Run 1, sizing map:
(10 px per µm)
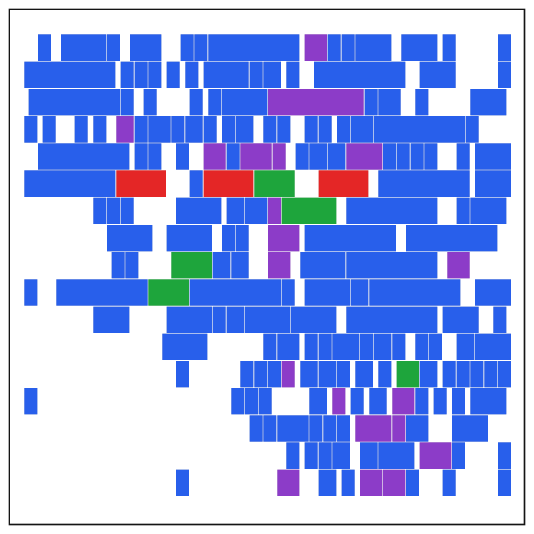
Run 1, placed standard cells:
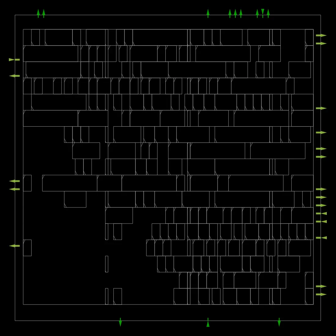
Run 1, metal layers overlaid:
(10 px per µm) Two of the layers only.
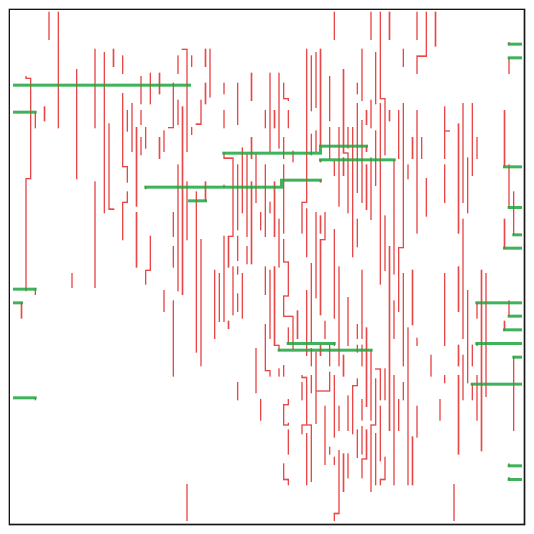
`src/rtl/tx_sched_pkg.sv`:
```
// tx_sched_pkg: shared state encoding, default sizing and counter-width helper for the TX slot arbiter
package tx_sched_pkg;

    typedef enum logic [1:0] {
        IDLE  = 2'd0,
        TX    = 2'd1,
        GUARD = 2'd2
    } state_e;

    localparam int DefNumReq   = 4;
    localparam int DefBurstLen = 10;
    localparam int DefGuardLen = 5;

    function automatic int cnt_w(input int burst_len, input int guard_len);
        return $clog2((burst_len > guard_len ? burst_len : guard_len) + 1);
    endfunction

endpackage

```
`src/rtl/tx_slot_arbiter_rr_pick.sv`:
```
// rr_pick: combinational round-robin picker, first set request at or after the pointer wins
module rr_pick #(
    parameter int NumReq = 4
) (
    input  logic [NumReq-1:0]         req_i,
    input  logic [$clog2(NumReq)-1:0] ptr_i,
    output logic                      valid_o,
    output logic [$clog2(NumReq)-1:0] idx_o
);

    localparam int IW = $clog2(NumReq);

    logic [NumReq-1:0] rot;
    int                sum;

    assign rot = NumReq'({req_i, req_i} >> ptr_i);

    // scan the rotated vector from the far end so the lowest offset from the pointer wins
    always_comb begin
        valid_o = |req_i;
        idx_o   = '0;
        sum     = 0;
        for (int k = NumReq - 1; k >= 0; k--) begin
            sum = int'(ptr_i) + k;
            if (rot[k]) idx_o = IW'(sum >= NumReq ? sum - NumReq : sum);
        end
    end

endmodule

```
`src/rtl/tx_slot_arbiter.sv`:
```
// tx_slot_arbiter: round-robin TX burst scheduler with guard gap and hit pulse; TX_SLOT_HIT_CNT_EN enables the saturating completed-burst counter
module tx_slot_arbiter
    import tx_sched_pkg::*;
#(
    parameter int NumReq   = DefNumReq,
    parameter int BurstLen = DefBurstLen,
    parameter int GuardLen = DefGuardLen,
    parameter int CntW     = 16
) (
    input  logic                      i_clk,
    input  logic                      i_rst_n,
    input  logic [NumReq-1:0]         i_req,
    output logic [NumReq-1:0]         o_gnt,
    output logic [$clog2(NumReq)-1:0] o_owner,
    output logic                      o_tx_ena_n,
    output logic                      o_hit_pulse,
    output logic                      o_busy,
    output logic [CntW-1:0]           o_hit_total
);

    localparam int IW = $clog2(NumReq);
    localparam int CW = cnt_w(BurstLen, GuardLen);

    state_e            state_q, state_d;
    logic [CW-1:0]     cnt_q, cnt_d;
    logic [IW-1:0]     ptr_q, ptr_d, owner_q, owner_d;
    logic [NumReq-1:0] gnt_q, gnt_d;
    logic              ena_n_q, ena_n_d, hit_q, hit_d, busy_q, busy_d;
    logic              pick_valid;
    logic [IW-1:0]     pick_idx;
    logic              owner_req, burst_end, guard_end;

    rr_pick #(.NumReq(NumReq)) u_pick (
        .req_i   (i_req),
        .ptr_i   (ptr_q),
        .valid_o (pick_valid),
        .idx_o   (pick_idx)
    );

    assign owner_req = i_req[owner_q];
    assign burst_end = cnt_q == CW'(BurstLen - 1);
    assign guard_end = cnt_q == CW'(GuardLen - 1);

    // next state: grant in IDLE, abort takes precedence over normal end in TX, fixed-length GUARD
    always_comb begin
        state_d = state_q;
        cnt_d   = cnt_q;
        ptr_d   = ptr_q;
        owner_d = owner_q;
        gnt_d   = gnt_q;
        ena_n_d = ena_n_q;
        hit_d   = 1'b0;
        busy_d  = busy_q;
        case (state_q)
            IDLE: if (pick_valid) begin
                state_d = TX;
                cnt_d   = '0;
                gnt_d   = NumReq'(1) << pick_idx;
                owner_d = pick_idx;
                ena_n_d = 1'b0;
                busy_d  = 1'b1;
                ptr_d   = pick_idx == IW'(NumReq - 1) ? '0 : pick_idx + 1'b1;
            end
            TX: if (!owner_req || burst_end) begin
                state_d = GUARD;
                cnt_d   = '0;
                gnt_d   = '0;
                ena_n_d = 1'b1;
                hit_d   = owner_req;
            end else begin
                cnt_d = cnt_q + 1'b1;
            end
            GUARD: if (guard_end) begin
                state_d = IDLE;
                cnt_d   = '0;
                busy_d  = 1'b0;
            end else begin
                cnt_d = cnt_q + 1'b1;
            end
            default: state_d = IDLE;
        endcase
    end

    // state and registered outputs, cleared asynchronously
    always_ff @(posedge i_clk or negedge i_rst_n) begin
        if (!i_rst_n) begin
            state_q <= IDLE;
            cnt_q   <= '0;
            ptr_q   <= '0;
            owner_q <= '0;
            gnt_q   <= '0;
            ena_n_q <= 1'b1;
            hit_q   <= 1'b0;
            busy_q  <= 1'b0;
        end else begin
            state_q <= state_d;
            cnt_q   <= cnt_d;
            ptr_q   <= ptr_d;
            owner_q <= owner_d;
            gnt_q   <= gnt_d;
            ena_n_q <= ena_n_d;
            hit_q   <= hit_d;
            busy_q  <= busy_d;
        end
    end

    assign o_gnt       = gnt_q;
    assign o_owner     = owner_q;
    assign o_tx_ena_n  = ena_n_q;
    assign o_hit_pulse = hit_q;
    assign o_busy      = busy_q;

`ifdef TX_SLOT_HIT_CNT_EN
    logic [CntW-1:0] total_q;

    // count each hit pulse cycle, holding at all-ones
    always_ff @(posedge i_clk or negedge i_rst_n) begin
        if (!i_rst_n) total_q <= '0;
        else if (hit_q && !(&total_q)) total_q <= total_q + 1'b1;
    end

    assign o_hit_total = total_q;
`else
    assign o_hit_total = '0;
`endif

endmodule

```
`config.mk`:
```
export PLATFORM = sky130hd
export DESIGN_NAME = tx_slot_arbiter
export DESIGN_NICKNAME = d
export VERILOG_FILES = /design/src/rtl/tx_sched_pkg.sv /design/src/rtl/tx_slot_arbiter_rr_pick.sv /design/src/rtl/tx_slot_arbiter.sv
export SDC_FILE = /design/constraint.sdc
export NUM_CORES = 1
export LEC_CHECK = 0
export ABC_AREA = 1
export CAP_MARGIN = 20
export CORE_UTILIZATION = 56
export CTS_BUF_LIST = sky130_fd_sc_hd__clkbuf_8
export CTS_CLUSTER_SIZE = 24
export DETAILED_ROUTE_END_ITERATION = 7
export PLACE_DENSITY = 0.92
export REMOVE_ABC_BUFFERS = 1
export SLEW_MARGIN = 20
export SYNTH_ARGS = -nofsm -noshare
export SYNTH_HDL_FRONTEND = slang
export SYNTH_HIERARCHICAL = 1
export SYNTH_SLANG_ARGS = --single-unit
export TNS_END_PERCENT = 1
```
`constraint.sdc`:
```
create_clock -name i_clk -period 4.5 [get_ports i_clk]
set_input_delay 0.45 -clock i_clk [delete_from_list [all_inputs] [get_ports i_clk]]
set_output_delay 0.45 -clock i_clk [all_outputs]
set_load 0.05 [all_outputs]
```
==> reports/summary.json, run 1 <==
{
  "clock_network": {
    "cts_post_setup_buffers_inserted": 0,
    "cts.htree.levels": 1,
    "cts_max_path_buffers": 2,
    "cts_root_buffer": "sky130_fd_sc_hd__clkbuf_8",
    "tritoncts": "done",
    "numCtsBuffers": 3,
    "cts_hold_buf": 0,
    "clk_pin_slew_worst_paths_ps": 70,
    "post_cts_resized": 0,
    "clock_sink_count": 17,
    "clock_latency_ps": 250
  },
  "min_path": {
    "holdPathStages": 2,
    "min-delay-start": "o_tx_ena_n$_DFFE_PN1P_",
    "worstHoldPathType": "reg -> reg",
    "hold_end": "o_tx_ena_n$_DFFE_PN1P_"
  },
  "pwr": {
    "peakVddDrop_mv": 0.501,
    "pwr-share-comb": 0.650,
    "switching_power_uw": 574,
    "powerDensity_mw_per_mm2": 718,
    "pwr-share-seq": 0.246,
    "seq_power_uw": 267,
    "top_power_group": "combinational cells",
    "power.leakage_uw": 0.000822,
    "switching_share": 0.529,
    "power_combinational_uw": 705,
    "internal_power_uw": 512,
    "clock_power_share": 0.104,
    "total_power_draw_uw": 1090,
    "pwr.group.clock_uw": 113
  },
  "cells_and_area": {
    "ff_latch_area_um2": 427,
    "layout_top_cell": "sky130_fd_sc_hd__nand2_1",
    "bufAreaShareNonClock": 0.0927,
    "dominant_cells": "logic gates",
    "postLayoutCellArea_mm2": 0.00151,
    "nFlopsAndLatches": 17,
    "nClkBuffers": 3,
    "count_of_buffers_not_belonging_to_the_clock_network_in_the_layout": 14,
    "clock_cell_area_share": 0.0306,
    "logic_area_um2": 763,
    "antennaDiodeCount": 0,
    "final_layout_size_suffix_gt1_frac": 0.140,
    "final.signal_inverter_count": 26,
    "mostFrequentLayoutCells": "55 x sky130_fd_sc_hd__nand2_1, 19 x sky130_fd_sc_hd__inv_1, 16 x sky130_fd_sc_hd__nand3_1, 16 x sky130_fd_sc_hd__conb_1, 16 x sky130_fd_sc_hd__dfrtp_1",
    "final_net_count": 219,
    "multi_input_gates": 139,
    "synthToLayoutAreaGrowth_pct": 10.7,
    "instances_no_fill": 228,
    "sh_comb_area": 0.505
  },
  "setup_path": {
    "setup.worst_path.start_class": "input pin",
    "worstSetupPathDepth": 12,
    "critPathTopFamily": "buffers and inverters",
    "worst-setup-path-type": "in -> reg",
    "cp.arrival_ps": 2290,
    "worst_setup_path_end_kind": "register",
    "cp_common_cell": "sky130_fd_sc_hd__nand2_1",
    "r2r_start": "ptr_q[0]$_DFFE_PN0P_",
    "slowest_delay_ps": 480,
    "timing.reg2reg.worst_path_depth": 11,
    "timing.reg2reg.setup_slack_ps": 2460,
    "timing.critical_path.cells": "clkdlybuf4s50_1 -> inv_1 -> nand2_1 -> nand3_1 -> nand2_1 -> inv_2 -> o21ai_1 -> nand2_1 -> nand2_1 -> inv_1 -> ha_1 -> mux2_4",
    "critical_path.reg2reg.endpoint": "ptr_q[1]$_DFFE_PN0P_",
    "worstSetupEndpoint": "ptr_q[1]$_DFFE_PN0P_",
    "worstSetupStartpoint": "i_req[3]",
    "path_max_fanout": 4,
    "worstPathBufferInverterCount": 4,
    "timing.critical_path.required_ps": 4640,
    "cpMaxStageDelayCell": "sky130_fd_sc_hd__clkdlybuf4s50_1"
  },
  "synthesis": {
    "synth_warnings": 6,
    "yosys.area.top_type": "sky130_fd_sc_hd__dfrtp_1",
    "synth_top_flop_cell": "sky130_fd_sc_hd__dfrtp_1",
    "synth.logic.top_family": "simple AND/OR/NAND/NOR gates",
    "synth_top_cell_by_count": "sky130_fd_sc_hd__nand2_1",
    "yosys.stat.chipArea_mm2": 0.00137,
    "post_synth_xor_area_fraction": 0.0128,
    "post_synth_ao_oa_area_fraction": 0.0431,
    "synth_flops": 17,
    "synth.top_cells.by_count": "55 x sky130_fd_sc_hd__nand2_1, 19 x sky130_fd_sc_hd__inv_1, 16 x sky130_fd_sc_hd__buf_4, 16 x sky130_fd_sc_hd__dfrtp_1, 16 x sky130_fd_sc_hd__nand3_1",
    "count_of_library_flops_with_an_enable_pin": 0,
    "yosys-mux-area-fraction": 0.0110,
    "synth_largest_type_area_fraction": 0.293,
    "postSynthSeqShare": 0.313,
    "syn_area_per_cell_um2": 7.42,
    "synth_cell_type_count": 25,
    "asyncSetResetFlopFracSynth": 1.00,
    "post_synth_main_area_contributors": "sky130_fd_sc_hd__dfrtp_1 29%, sky130_fd_sc_hd__nand2_1 15%, sky130_fd_sc_hd__ha_1 11%",
    "yosys.area_share.adder": 0.110,
    "synth_cells": 184,
    "synth.cell_area_mm2": 0.00137,
    "synthSimpleGateAreaFrac": 0.338,
    "synth.yosys.num_cells": 184
  },
  "detailed_routing": {
    "drt_pass1_iterations": 4,
    "ant_nets": 0,
    "drt-vias-per-instance": 4.95,
    "drc": 0,
    "drtIter0Drc": 23
  },
  "placed_design": {
    "post_dp_cell_area_mm2": 0.00147,
    "place_hpwl_um": 1930,
    "dpl_worst_slack_ps": 2110,
    "numPlacedInstances": 224,
    "numPortBuffers": 14,
    "globalplace.congestion": 0.861
  },
  "timing": {
    "max-slew-margin-rel": 0.505,
    "timing_hold_violations_final": 0,
    "slew_viol_final": 0,
    "setup_tns_final_ps": 0,
    "final_min_period_over_clock_period": 0.478,
    "max_freq_ghz": 0.464,
    "worst_hold_slack_ps": 473,
    "final_period_minus_worst_setup_slack_ps": 2150,
    "finalWorstSetupSlack_ps": 2350,
    "worstMarginPinSlew_ps": 741,
    "rsz0062_at_grt": "false",
    "skew_ps": 2.45
  },
  "outcome": {
    "status": "complete, no violations"
  },
  "flow_run": {
    "warnings": 34,
    "maxCapViolCount": 0
  },
  "floorplanning": {
    "boundaryPins": 31,
    "placement_rows": 17,
    "floorplan.die_area_mm2": 0.00264,
    "fp_util": 0.605,
    "die_x_um": 51.4,
    "height_of_the_die_um": 51.4
  },
  "global_routing": {
    "global_route.overflow_total": 0,
    "global_routing_s_busiest_layer": "met2",
    "global_route.usage.met1": 0.264,
    "gr-usage-met2": 0.364,
    "grt_pass1_wl_um": 4000,
    "met3_grt_util": 0.0446,
    "antenna_found_initial": 0,
    "grt_max_degree": 18,
    "grt_pass1_vias": 932
  }
}
Notes on 'sizing map' above:
Blue marks drive 1 or less, cells 172, share 86%, most used nand2_1. Red marks drive 6 and up, cells 3, share 1.5%, most used clkbuf_8. Purple marks drive 2, cells 20, share 10%, most used nand2_2. Green marks drive 3 to 4, cells 5, share 2.5%, most used nor2_4.

Notes on 'placed standard cells' above:
well-tap cell count: 28
Placeable Area: 0.00225 mm²
sequential cell area share: 0.282
utilization after layout: 0.670
filler cell count: 191

Notes on 'metal layers overlaid' above:
Green marks met3, wire length 107 µm. Red marks met2, wire length 1200 µm.
vias after detailed routing: 1129
Routed WL: 2470 µm
total routing resource utilization after global routing: 0.207
routed len/inst: 10.8 µm

==> run 1: sequential cells by signal, indices dropped and copies added (netlist names) <==
| register | flops |
|---|---|
| ptr_q | 2 |
| cnt_q | 4 |
| state_q | 2 |
| o_tx_ena_n | 1 |
| o_busy | 1 |
| o_owner | 2 |
| o_gnt | 4 |
| o_hit_pulse | 1 |
==> run 1: cell families (layout without fill, tap and decap cells) <==
kind of cell,after synthesis,after routing
AND/OR/NAND/NOR,99,99
AND-OR/OR-AND,9,9
XOR/XNOR,2,2
flip-flops,17,17
multiplexers,1,1
other,1,16
adder cells (fa/ha/maj),12,12
buffers and inverters,43,44
==> run 1: routing by layer <==
metal / up-vias / share of wire
li1: 573 / -
met1: 523 / 0.46
met2: 31 / 0.49
met3: 2 / 0.043
met4: 0 / 0.0045
met5: - / 0
Run 1, nets reached from selected ports:
(6 px per µm)
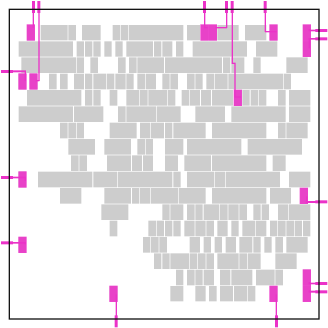

==> run 2, diff against run 1 <==
--- a/config.mk
+++ b/config.mk
@@ -7,11 +7,11 @@
 export LEC_CHECK = 0
 export ABC_AREA = 1
 export CAP_MARGIN = 20
-export CORE_UTILIZATION = 56
+export CORE_UTILIZATION = 52
 export CTS_BUF_LIST = sky130_fd_sc_hd__clkbuf_8
 export CTS_CLUSTER_SIZE = 24
 export DETAILED_ROUTE_END_ITERATION = 7
-export PLACE_DENSITY = 0.92
+export PLACE_DENSITY = 0.86
 export REMOVE_ABC_BUFFERS = 1
 export SLEW_MARGIN = 20
 export SYNTH_ARGS = -nofsm -noshare
==> constraint.sdc (replaced) <==
create_clock -name i_clk -period 2.1 [get_ports i_clk]
set_input_delay 0.21 -clock i_clk [delete_from_list [all_inputs] [get_ports i_clk]]
set_output_delay 0.21 -clock i_clk [all_outputs]
set_load 0.05 [all_outputs]
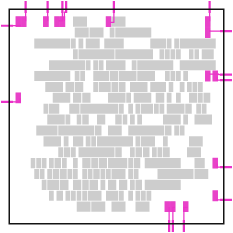
Run 2: nets reached from selected ports
(4 px per µm)
Magenta marks o_hit_total, direction output, edge 6 top, 5 right, 3 bottom, 2 left, end cells 16, buffers 0, wire 46.5 µm.

==> run 2 against run 1 <==
Effect of this change: combinational power rose by 120%; design area up 1.7%; synthesized cell count is the same; sequential power increased by 120%; non-clock buffer count increased by 3; critical path type is now reg -> reg; largest power group unchanged.
==> reports/summary.json, run 2 <==
{
  "global_routing": {
    "met3_grt_util": {"value": 0.0345, "change": "was 0.0446"},
    "global_route.usage.met1": {"value": 0.245, "change": "was 0.264"},
    "grt_pass1_vias": {"value": 998, "change": "was 932"},
    "global_routing_s_busiest_layer": {"value": "met2", "change": "unchanged"},
    "antenna_found_initial": {"value": 0, "change": "unchanged"},
    "global_route.overflow_total": {"value": 0, "change": "unchanged"},
    "grt.total_usage": {"value": 0.208, "change": "was 0.207"},
    "grt_max_degree": {"value": 18, "change": "unchanged"},
    "grt_pass1_wl": {"value": 4200, "unit": "µm", "change": "was 4000 µm"}
  },
  "detailed_routing": {
    "drtIter0Drc": {"value": 22, "change": "was 23"},
    "routed-via-count": {"value": 1122, "change": "was 1129"},
    "met3_wirelength": {"value": 94, "unit": "µm", "change": "was 106 µm"},
    "drc": {"value": 0, "change": "unchanged"},
    "ant_nets": {"value": 0, "change": "unchanged"},
    "totalWireLength": {"value": 2480, "unit": "µm", "change": "was 2470 µm"},
    "route.top_layer_used": {"value": "met4", "change": "unchanged"},
    "route.met2.wl": {"value": 1220, "unit": "µm", "change": "was 1200 µm"},
    "drt_pass1_iterations": {"value": 4, "change": "unchanged"}
  },
  "outcome": {
    "status": {"value": "complete, no violations", "change": "unchanged"}
  },
  "setup_path": {
    "worst_setup_path_end_kind": {"value": "register", "change": "unchanged"},
    "cp.arrival": {"value": 1970, "unit": "ps", "change": "was 2290 ps"},
    "slowest_delay": {"value": 500, "unit": "ps", "change": "was 480 ps"},
    "worst-setup-path-type": {"value": "reg -> reg", "change": "was in -> reg"},
    "timing.critical_path.cells": {"value": "inv_4 -> nand2_2 -> nand3_1 -> nand2_2 -> o21ai_1 -> nand2_1 -> nand2_1 -> inv_1 -> ha_1 -> mux2_4", "change": "was clkdlybuf4s50_1 -> inv_1 -> nand2_1 -> nand3_1 -> nand2_1 -> inv_2 -> o21ai_1 -> nand2_1 -> nand2_1 -> inv_1 -> ha_1 -> mux2_4"},
    "timing.reg2reg.worst_path_depth": {"value": 10, "change": "was 11"},
    "critical_path.reg2reg.endpoint": {"value": "ptr_q[1]$_DFFE_PN0P_", "change": "unchanged"},
    "r2r_start": {"value": "ptr_q[0]$_DFFE_PN0P_", "change": "unchanged"},
    "setup.worst_path.start_class": {"value": "register", "change": "was input pin"},
    "timing.reg2reg.setup_slack": {"value": 260, "unit": "ps", "change": "was 2460 ps"},
    "worstSetupEndpoint": {"value": "ptr_q[1]$_DFFE_PN0P_", "change": "unchanged"}
  },
  "cells_and_area": {
    "count_of_buffers_not_belonging_to_the_clock_network_in_the_layout": {"value": 17, "change": "was 14"},
    "postLayoutCellArea": {"value": 0.00154, "unit": "mm²", "change": "was 0.00151 mm²"},
    "antennaDiodeCount": {"value": 0, "change": "unchanged"},
    "sh_comb_area": {"value": 0.496, "change": "was 0.505"},
    "instances_no_fill": {"value": 233, "change": "was 228"},
    "final_layout_size_suffix_gt1_frac": {"value": 0.158, "change": "was 0.140"},
    "nClkBuffers": {"value": 3, "change": "unchanged"},
    "sh_seq_area": {"value": 0.278, "change": "was 0.282"},
    "logic_area": {"value": 763, "unit": "µm²", "change": "unchanged"},
    "final.signal_inverter_count": {"value": 26, "change": "unchanged"},
    "multi_input_gates": {"value": 139, "change": "unchanged"},
    "final_net_count": {"value": 222, "change": "was 219"},
    "mostFrequentLayoutCells": {"value": "55 x sky130_fd_sc_hd__nand2_1, 19 x sky130_fd_sc_hd__inv_1, 16 x sky130_fd_sc_hd__nand3_1, 16 x sky130_fd_sc_hd__conb_1, 15 x sky130_fd_sc_hd__dfrtp_1", "change": "was 55 x sky130_fd_sc_hd__nand2_1, 19 x sky130_fd_sc_hd__inv_1, 16 x sky130_fd_sc_hd__nand3_1, 16 x sky130_fd_sc_hd__conb_1, 16 x sky130_fd_sc_hd__dfrtp_1"},
    "dominant_cells": {"value": "logic gates", "change": "unchanged"},
    "num-fill-cells": {"value": 214, "change": "was 191"},
    "nFlopsAndLatches": {"value": 17, "change": "unchanged"},
    "clock_cell_area_share": {"value": 0.0301, "change": "was 0.0306"}
  },
  "clock_network": {
    "clk_pin_slew_worst_paths": {"value": 70, "unit": "ps", "change": "about the same"},
    "clock_latency": {"value": 250, "unit": "ps", "change": "about the same"},
    "tritoncts": {"value": "done", "change": "unchanged"},
    "cts_root_buffer": {"value": "sky130_fd_sc_hd__clkbuf_8", "change": "unchanged"},
    "numCtsBuffers": {"value": 3, "change": "unchanged"},
    "clock_sink_count": {"value": 17, "change": "unchanged"},
    "cts_max_path_buffers": {"value": 2, "change": "unchanged"}
  },
  "synthesis": {
    "synth_top_cell_by_count": {"value": "sky130_fd_sc_hd__nand2_1", "change": "unchanged"},
    "post_synth_xor_area_fraction": {"value": 0.0128, "change": "unchanged"},
    "synth_flops": {"value": 17, "change": "unchanged"},
    "synth.yosys.num_cells": {"value": 184, "change": "unchanged"},
    "synth.top_cells.by_count": {"value": "55 x sky130_fd_sc_hd__nand2_1, 19 x sky130_fd_sc_hd__inv_1, 16 x sky130_fd_sc_hd__buf_4, 16 x sky130_fd_sc_hd__dfrtp_1, 16 x sky130_fd_sc_hd__nand3_1", "change": "unchanged"},
    "synth_cells": {"value": 184, "change": "unchanged"},
    "asyncSetResetFlopFracSynth": {"value": 1.00, "change": "unchanged"},
    "synth_largest_type_area_fraction": {"value": 0.293, "change": "unchanged"},
    "synth_cell_type_count": {"value": 25, "change": "unchanged"},
    "post_synth_ao_oa_area_fraction": {"value": 0.0431, "change": "unchanged"},
    "synth_top_flop_cell": {"value": "sky130_fd_sc_hd__dfrtp_1", "change": "unchanged"},
    "yosys.area_share.adder": {"value": 0.110, "change": "unchanged"},
    "syn_area_per_cell": {"value": 7.42, "unit": "µm²", "change": "unchanged"},
    "yosys.area.top_type": {"value": "sky130_fd_sc_hd__dfrtp_1", "change": "unchanged"},
    "synth.cell_area": {"value": 0.00137, "unit": "mm²", "change": "unchanged"}
  },
  "pwr": {
    "switching_power": {"value": 1230, "unit": "µW", "change": "was 574 µW"},
    "total_power_draw": {"value": 2370, "unit": "µW", "change": "was 1090 µW"},
    "peakVddDrop": {"value": 0.880, "unit": "mV", "change": "was 0.501 mV"},
    "pwr-share-comb": {"value": 0.652, "change": "was 0.650"},
    "power.leakage": {"value": 0.000836, "unit": "µW", "change": "was 0.000822 µW"},
    "powerDensity": {"value": 1540, "unit": "mW/mm²", "change": "was 718 mW/mm²"},
    "pwr-share-seq": {"value": 0.246, "change": "about the same"},
    "clock_power_share": {"value": 0.101, "change": "was 0.104"}
  },
  "timing": {
    "rsz0062_at_grt": {"value": "false", "change": "unchanged"},
    "setup_tns_final": {"value": 0, "unit": "ps", "change": "unchanged"},
    "finalWorstSetupSlack": {"value": 263, "unit": "ps", "change": "was 2350 ps"},
    "worst_hold_slack": {"value": 285, "unit": "ps", "change": "was 473 ps"},
    "final_min_period_over_clock_period": 0.875,
    "max_freq_ghz": 0.544,
    "skew": {"value": 3.74, "unit": "ps", "change": "was 2.45 ps"},
    "final_period_minus_worst_setup_slack_ps": 1840,
    "slew_viol_final": {"value": 0, "change": "unchanged"}
  },
  "floorplanning": {
    "boundaryPins": {"value": 31, "change": "unchanged"},
    "floorplan.die_area": {"value": 0.00283, "unit": "mm²", "change": "was 0.00264 mm²"},
    "taps": {"value": 30, "change": "was 28"},
    "height_of_the_die": {"value": 53.2, "unit": "µm", "change": "was 51.4 µm"},
    "fp.coreArea": {"value": 0.00248, "unit": "mm²", "change": "was 0.00225 mm²"}
  },
  "placed_design": {
    "post_dp_cell_area": {"value": 0.00149, "unit": "mm²", "change": "was 0.00147 mm²"},
    "numPlacedInstances": {"value": 229, "change": "was 224"},
    "place_hpwl": {"value": 1920, "unit": "µm", "change": "was 1930 µm"},
    "numPortBuffers": {"value": 14, "change": "unchanged"},
    "dpl_worst_slack": {"value": 29.1, "unit": "ps", "change": "was 2110 ps"}
  },
  "flow_run": {
    "maxCapViolCount": {"value": 0, "change": "unchanged"},
    "warnings": {"value": 34, "change": "unchanged"}
  },
  "min_path": {
    "worstHoldPathType": {"value": "in -> async", "change": "was reg -> reg"}
  }
}
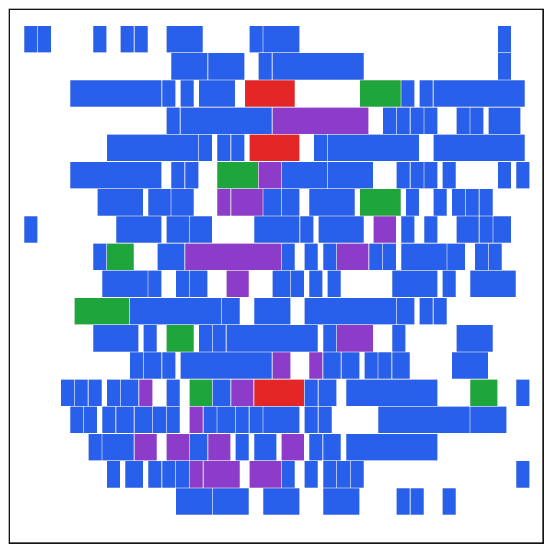
Run 2: sizing map
(10 px per µm)
Red marks drive 6 and up, cells 3, share 1.5%, most used clkbuf_8. Purple marks drive 2, cells 21, share 10%, most used nand2_2. Green marks drive 3 to 4, cells 8, share 3.9%, most used buf_4. Blue marks drive 1 or less, cells 171, share 84%, most used nand2_1.

## run 2: logic make-up (layout without fill, tap and decap cells)
kind of cell | Yosys count | in the layout
simple gates | 99 | 99
buf+inv | 43 | 47
flops | 17 | 17
fa+ha+maj | 12 | 12
compound gates | 9 | 9
xor+xnor | 2 | 2
other cells | 1 | 16
mux | 1 | 1
## run 2: what timing repair did
item / in CTS / in global routing
hold endpoints to repair: 0 / 0
gates resized: 0 / 1
setup endpoints to repair: 0 / 1
setup buffers: 0 / 0
## run 2: power by group through the flow
stage	combinational, µW	clock (µW)	sequential (µW)
after CTS	1550	245	580
after global placement	1510	0	586
after detailed placement	1540	0	585
final	1550	240	583
after global routing	1750	264	600
after floorplan	1010	0	725
Run 2, metal layers overlaid:
(10 px per µm) Two of the layers only.
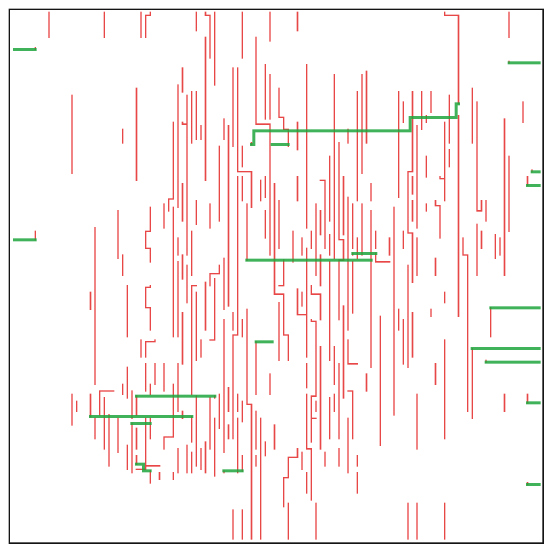

==> run 3, diff against run 2 <==
--- a/config.mk
+++ b/config.mk
@@ -6,12 +6,12 @@
 export NUM_CORES = 1
 export LEC_CHECK = 0
 export ABC_AREA = 1
-export CAP_MARGIN = 20
 export CORE_UTILIZATION = 52
 export CTS_BUF_LIST = sky130_fd_sc_hd__clkbuf_8
 export CTS_CLUSTER_SIZE = 24
 export DETAILED_ROUTE_END_ITERATION = 7
 export PLACE_DENSITY = 0.86
+export RECOVER_POWER = 100
 export REMOVE_ABC_BUFFERS = 1
 export SLEW_MARGIN = 20
 export SYNTH_ARGS = -nofsm -noshare
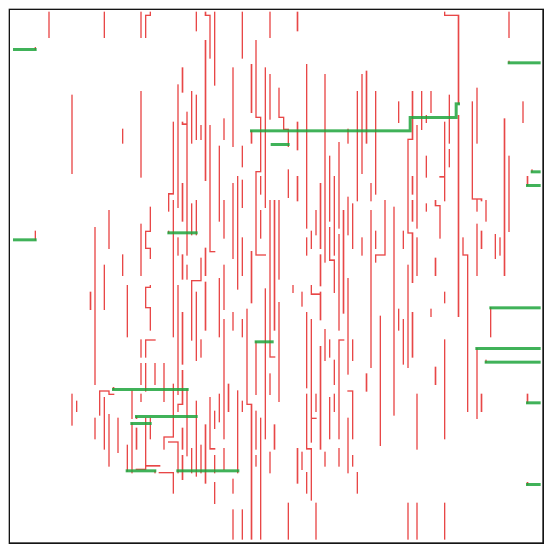
Run 3: metal layers overlaid
(10 px per µm) Two of the layers only.
Red marks met2, wire length 1220 µm. Green marks met3, wire length 80.9 µm.

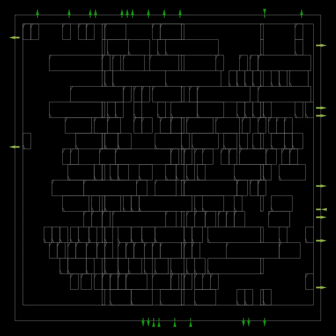
Run 3: placed standard cells
Flops: 17
utilization after layout: 0.607
filler cell count: 225
Row Count: 18

==> run 3 against run 2 <==
Effect of this change: worst hold slack better by 180 ps; die area stayed put; critical path type is now reg -> out; sequential share of layout area is 0.65 points higher; area after synthesis stayed put; utilization is 1.4 points lower; synthesized cell count stayed put.
==> reports/summary.json, run 3 <==
{
  "synthesis": {
    "synth_cells": {"value": 184, "change": "unchanged"},
    "postSynthSeqShare": {"value": 0.313, "change": "unchanged"},
    "synth.yosys.num_cells": {"value": 184, "change": "unchanged"},
    "synth_top_cell_by_count": {"value": "sky130_fd_sc_hd__nand2_1", "change": "unchanged"},
    "syn_area_per_cell": {"value": 7.42, "unit": "µm²", "change": "unchanged"},
    "synth.cell_area": {"value": 0.00137, "unit": "mm²", "change": "unchanged"},
    "synth_top_flop_cell": {"value": "sky130_fd_sc_hd__dfrtp_1", "change": "unchanged"},
    "yosys.area.top_type": {"value": "sky130_fd_sc_hd__dfrtp_1", "change": "unchanged"},
    "synth_warnings": {"value": 6, "change": "unchanged"},
    "synth_flops": {"value": 17, "change": "unchanged"},
    "synth.top_cells.by_count": {"value": "55 x sky130_fd_sc_hd__nand2_1, 19 x sky130_fd_sc_hd__inv_1, 16 x sky130_fd_sc_hd__buf_4, 16 x sky130_fd_sc_hd__dfrtp_1, 16 x sky130_fd_sc_hd__nand3_1", "change": "unchanged"},
    "count_of_library_flops_with_an_enable_pin": {"value": 0, "change": "unchanged"},
    "synth_largest_type_area_fraction": {"value": 0.293, "change": "unchanged"},
    "synth_cell_type_count": {"value": 25, "change": "unchanged"},
    "asyncSetResetFlopFracSynth": {"value": 1.00, "change": "unchanged"},
    "post_synth_main_area_contributors": {"value": "sky130_fd_sc_hd__dfrtp_1 29%, sky130_fd_sc_hd__nand2_1 15%, sky130_fd_sc_hd__ha_1 11%", "change": "unchanged"},
    "yosys.stat.chipArea": {"value": 0.00137, "unit": "mm²", "change": "unchanged"}
  },
  "setup_path": {
    "timing.reg2reg.setup_slack": {"value": 250, "unit": "ps", "change": "was 260 ps"},
    "cpMaxStageDelayCell": {"value": "sky130_fd_sc_hd__dlygate4sd3_1", "change": "was sky130_fd_sc_hd__dfrtp_2"},
    "worstPathBufferInverterCount": {"value": 1, "change": "was 2"},
    "critical_path.reg2reg.endpoint": {"value": "ptr_q[1]$_DFFE_PN0P_", "change": "unchanged"},
    "timing.critical_path.cells": {"value": "dlygate4sd3_1", "change": "was inv_4 -> nand2_2 -> nand3_1 -> nand2_2 -> o21ai_1 -> nand2_1 -> nand2_1 -> inv_1 -> ha_1 -> mux2_4"},
    "timing.reg2reg.worst_path_depth": {"value": 10, "change": "unchanged"},
    "worst-setup-path-type": {"value": "reg -> out", "change": "was reg -> reg"},
    "worstSetupStartpoint": {"value": "o_tx_ena_n$_DFFE_PN1P_", "change": "was ptr_q[0]$_DFFE_PN0P_"},
    "critPathTopFamily": {"value": "buffers and inverters", "change": "was flip-flops"},
    "r2r_start": {"value": "ptr_q[0]$_DFFE_PN0P_", "change": "unchanged"},
    "worstSetupPathDepth": {"value": 1, "change": "was 10"},
    "worstSetupEndpoint": {"value": "o_tx_ena_n", "change": "was ptr_q[1]$_DFFE_PN0P_"},
    "timing.critical_path.required": {"value": 1890, "unit": "ps", "change": "was 2240 ps"},
    "cp.arrival": {"value": 1660, "unit": "ps", "change": "was 1970 ps"},
    "setup.worst_path.start_class": {"value": "register", "change": "unchanged"},
    "slowest_delay": {"value": 870, "unit": "ps", "change": "was 500 ps"},
    "worst_setup_path_end_kind": {"value": "primary output", "change": "was register"},
    "path_max_fanout": {"value": 2, "change": "was 9"}
  },
  "pwr": {
    "peakVddDrop": {"value": 0.868, "unit": "mV", "change": "was 0.880 mV"},
    "powerDensity": {"value": 1510, "unit": "mW/mm²", "change": "was 1540 mW/mm²"},
    "total_power_draw": {"value": 2270, "unit": "µW", "change": "was 2370 µW"},
    "power.leakage": {"value": 0.000844, "unit": "µW", "change": "was 0.000836 µW"}
  },
  "detailed_routing": {
    "drt_pass1_iterations": {"value": 4, "change": "unchanged"},
    "drtIter0Drc": {"value": 22, "change": "unchanged"},
    "totalWireLength": {"value": 2450, "unit": "µm", "change": "was 2480 µm"},
    "ant_nets": {"value": 0, "change": "unchanged"},
    "drc": {"value": 0, "change": "unchanged"},
    "drt-vias-per-instance": {"value": 4.80, "change": "was 4.82"},
    "routed-via-count": {"value": 1119, "change": "was 1122"},
    "drt-wirelength-per-cell": {"value": 10.5, "unit": "µm", "change": "was 10.6 µm"}
  },
  "floorplanning": {
    "taps": {"value": 30, "change": "unchanged"},
    "die_x": {"value": 53.2, "unit": "µm", "change": "unchanged"},
    "height_of_the_die": {"value": 53.2, "unit": "µm", "change": "unchanged"},
    "fp_util": {"value": 0.551, "change": "unchanged"},
    "floorplan.die_area": {"value": 0.00283, "unit": "mm²", "change": "unchanged"},
    "boundaryPins": {"value": 31, "change": "unchanged"},
    "fp.coreArea": {"value": 0.00248, "unit": "mm²", "change": "unchanged"}
  },
  "cells_and_area": {
    "final.signal_inverter_count": {"value": 26, "change": "unchanged"},
    "clock_cell_area_share": {"value": 0.0308, "change": "was 0.0301"},
    "synthToLayoutAreaGrowth": {"value": 10.1, "unit": "%", "change": "was 12.6%"},
    "final_net_count": {"value": 222, "change": "unchanged"},
    "sh_seq_area": {"value": 0.285, "change": "was 0.278"},
    "layout_top_cell": {"value": "sky130_fd_sc_hd__nand2_1", "change": "unchanged"},
    "antennaDiodeCount": {"value": 0, "change": "unchanged"},
    "postLayoutCellArea": {"value": 0.00150, "unit": "mm²", "change": "was 0.00154 mm²"},
    "logic_area": {"value": 736, "unit": "µm²", "change": "was 763 µm²"},
    "ff_latch_area": {"value": 428, "unit": "µm²", "change": "unchanged"},
    "mostFrequentLayoutCells": {"value": "58 x sky130_fd_sc_hd__nand2_1, 20 x sky130_fd_sc_hd__inv_1, 16 x sky130_fd_sc_hd__nand3_1, 16 x sky130_fd_sc_hd__conb_1, 15 x sky130_fd_sc_hd__dfrtp_1", "change": "was 55 x sky130_fd_sc_hd__nand2_1, 19 x sky130_fd_sc_hd__inv_1, 16 x sky130_fd_sc_hd__nand3_1, 16 x sky130_fd_sc_hd__conb_1, 15 x sky130_fd_sc_hd__dfrtp_1"},
    "sh_comb_area": {"value": 0.490, "change": "was 0.496"},
    "instances_no_fill": {"value": 233, "change": "unchanged"},
    "multi_input_gates": {"value": 139, "change": "unchanged"},
    "bufAreaShareNonClock": {"value": 0.103, "change": "was 0.106"},
    "nClkBuffers": {"value": 3, "change": "unchanged"},
    "final_layout_size_suffix_gt1_frac": {"value": 0.113, "change": "was 0.158"},
    "dominant_cells": {"value": "logic gates", "change": "unchanged"},
    "count_of_buffers_not_belonging_to_the_clock_network_in_the_layout": {"value": 17, "change": "unchanged"}
  },
  "min_path": {
    "holdPathStages": 2,
    "worstHoldPathType": {"value": "reg -> reg", "change": "was in -> async"},
    "hold_end": "o_gnt[2]$_DFFE_PN0P_",
    "min-delay-start": "o_gnt[2]$_DFFE_PN0P_"
  },
  "placed_design": {
    "dpl_worst_slack": {"value": 29.1, "unit": "ps", "change": "unchanged"},
    "post_dp_cell_area": {"value": 0.00149, "unit": "mm²", "change": "unchanged"},
    "numPortBuffers": {"value": 14, "change": "unchanged"},
    "globalplace.congestion": {"value": 0.944, "change": "unchanged"},
    "numPlacedInstances": {"value": 229, "change": "unchanged"},
    "place_hpwl": {"value": 1920, "unit": "µm", "change": "unchanged"}
  },
  "timing": {
    "slew_viol_final": {"value": 0, "change": "unchanged"},
    "worstMarginPinSlew_ps": 918,
    "setup_tns_final": {"value": 0, "unit": "ps", "change": "unchanged"},
    "max-slew-margin-rel": 0.388,
    "finalSetupViolations": {"value": 0, "change": "unchanged"},
    "max_freq": {"value": 0.534, "unit": "GHz", "change": "was 0.544 GHz"},
    "timing_hold_violations_final": {"value": 0, "change": "unchanged"},
    "final_period_minus_worst_setup_slack": {"value": 1870, "unit": "ps", "change": "was 1840 ps"},
    "skew": {"value": 6.33, "unit": "ps", "change": "was 3.74 ps"},
    "rsz0062_at_grt": {"value": "false", "change": "unchanged"},
    "final_min_period_over_clock_period": {"value": 0.892, "change": "was 0.875"},
    "finalWorstSetupSlack": {"value": 228, "unit": "ps", "change": "was 263 ps"},
    "worst_hold_slack": {"value": 467, "unit": "ps", "change": "was 285 ps"}
  },
  "clock_network": {
    "cts_post_setup_buffers_inserted": {"value": 0, "change": "unchanged"},
    "tritoncts": {"value": "done", "change": "unchanged"},
    "cts_root_buffer": {"value": "sky130_fd_sc_hd__clkbuf_8", "change": "unchanged"},
    "cts.htree.levels": {"value": 1, "change": "unchanged"},
    "cts_max_path_buffers": {"value": 2, "change": "unchanged"},
    "cts_hold_buf": {"value": 0, "change": "unchanged"},
    "clk_pin_slew_worst_paths": {"value": 70, "unit": "ps", "change": "about the same"},
    "numCtsBuffers": {"value": 3, "change": "unchanged"},
    "clock_latency": {"value": 250, "unit": "ps", "change": "about the same"},
    "post_cts_resized": {"value": 0, "change": "unchanged"},
    "clock_sink_count": {"value": 17, "change": "unchanged"}
  },
  "global_routing": {
    "grt_pass1_vias": {"value": 998, "change": "unchanged"},
    "grt_max_degree": {"value": 18, "change": "unchanged"},
    "grt.total_usage": {"value": 0.208, "change": "unchanged"},
    "global_route.overflow_total": {"value": 0, "change": "unchanged"},
    "grt_pass1_wl": {"value": 4200, "unit": "µm", "change": "unchanged"},
    "antenna_found_initial": {"value": 0, "change": "unchanged"}
  },
  "flow_run": {
    "maxCapViolCount": {"value": 0, "change": "unchanged"},
    "warnings": {"value": 34, "change": "unchanged"}
  },
  "outcome": {
    "status": {"value": "complete, no violations", "change": "unchanged"}
  }
}
[run 3: cells by family after synthesis]
kind of cell / synth area share
and+or+nand+nor: 0.338
xor gates and xnor gates: 0.0128
DFF: 0.313
muxes: 0.0110
buffers and inverters: 0.170
other: 0.00275
AOI/OAI and AO/OA: 0.0431
adders and majority gates: 0.110
[run 3: metal layers]
metal	track usage	part of all wire	vias up
met1	0.245	0.46	507
met3	0.0345	0.033	2
met4	0.0658	0.0077	0
met2	0.375	0.50	26
li1	-	-	584
met5	0	0	-
[run 3: power by group]
group | switching [µW] | leakage (µW) | internal [µW]
logic | 943 | 0.000602 | 508
registers | 139 | 0.000216 | 442
clock network | 108 | 0.0000255 | 132
total | 1190 | 0.000844 | 1080

==> layout pictures side by side <==
Pin placement.
(10 px per µm) Pins as bars across the die edge, other pins in gray.
shot_01.png
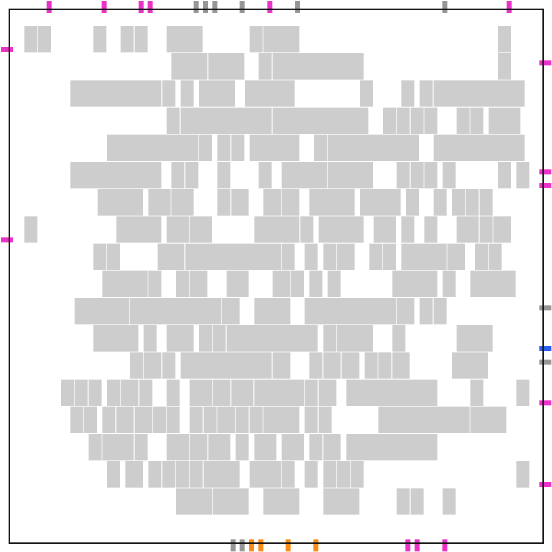
shot_02.png
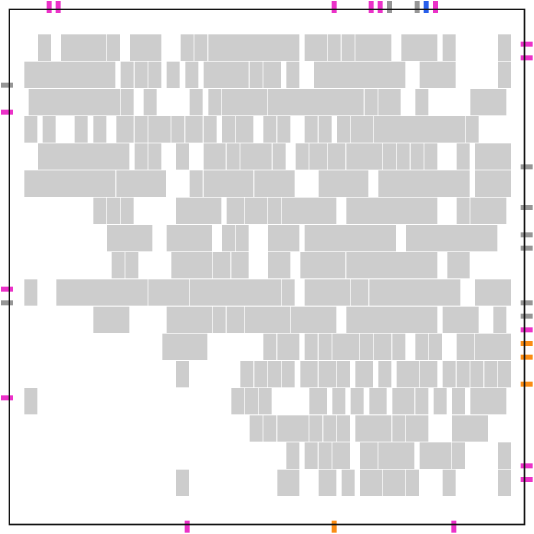
shot_01.png is run 3.
shot_02.png is run 1.

No activity file was given, so power comes from the tool's default toggle rates.
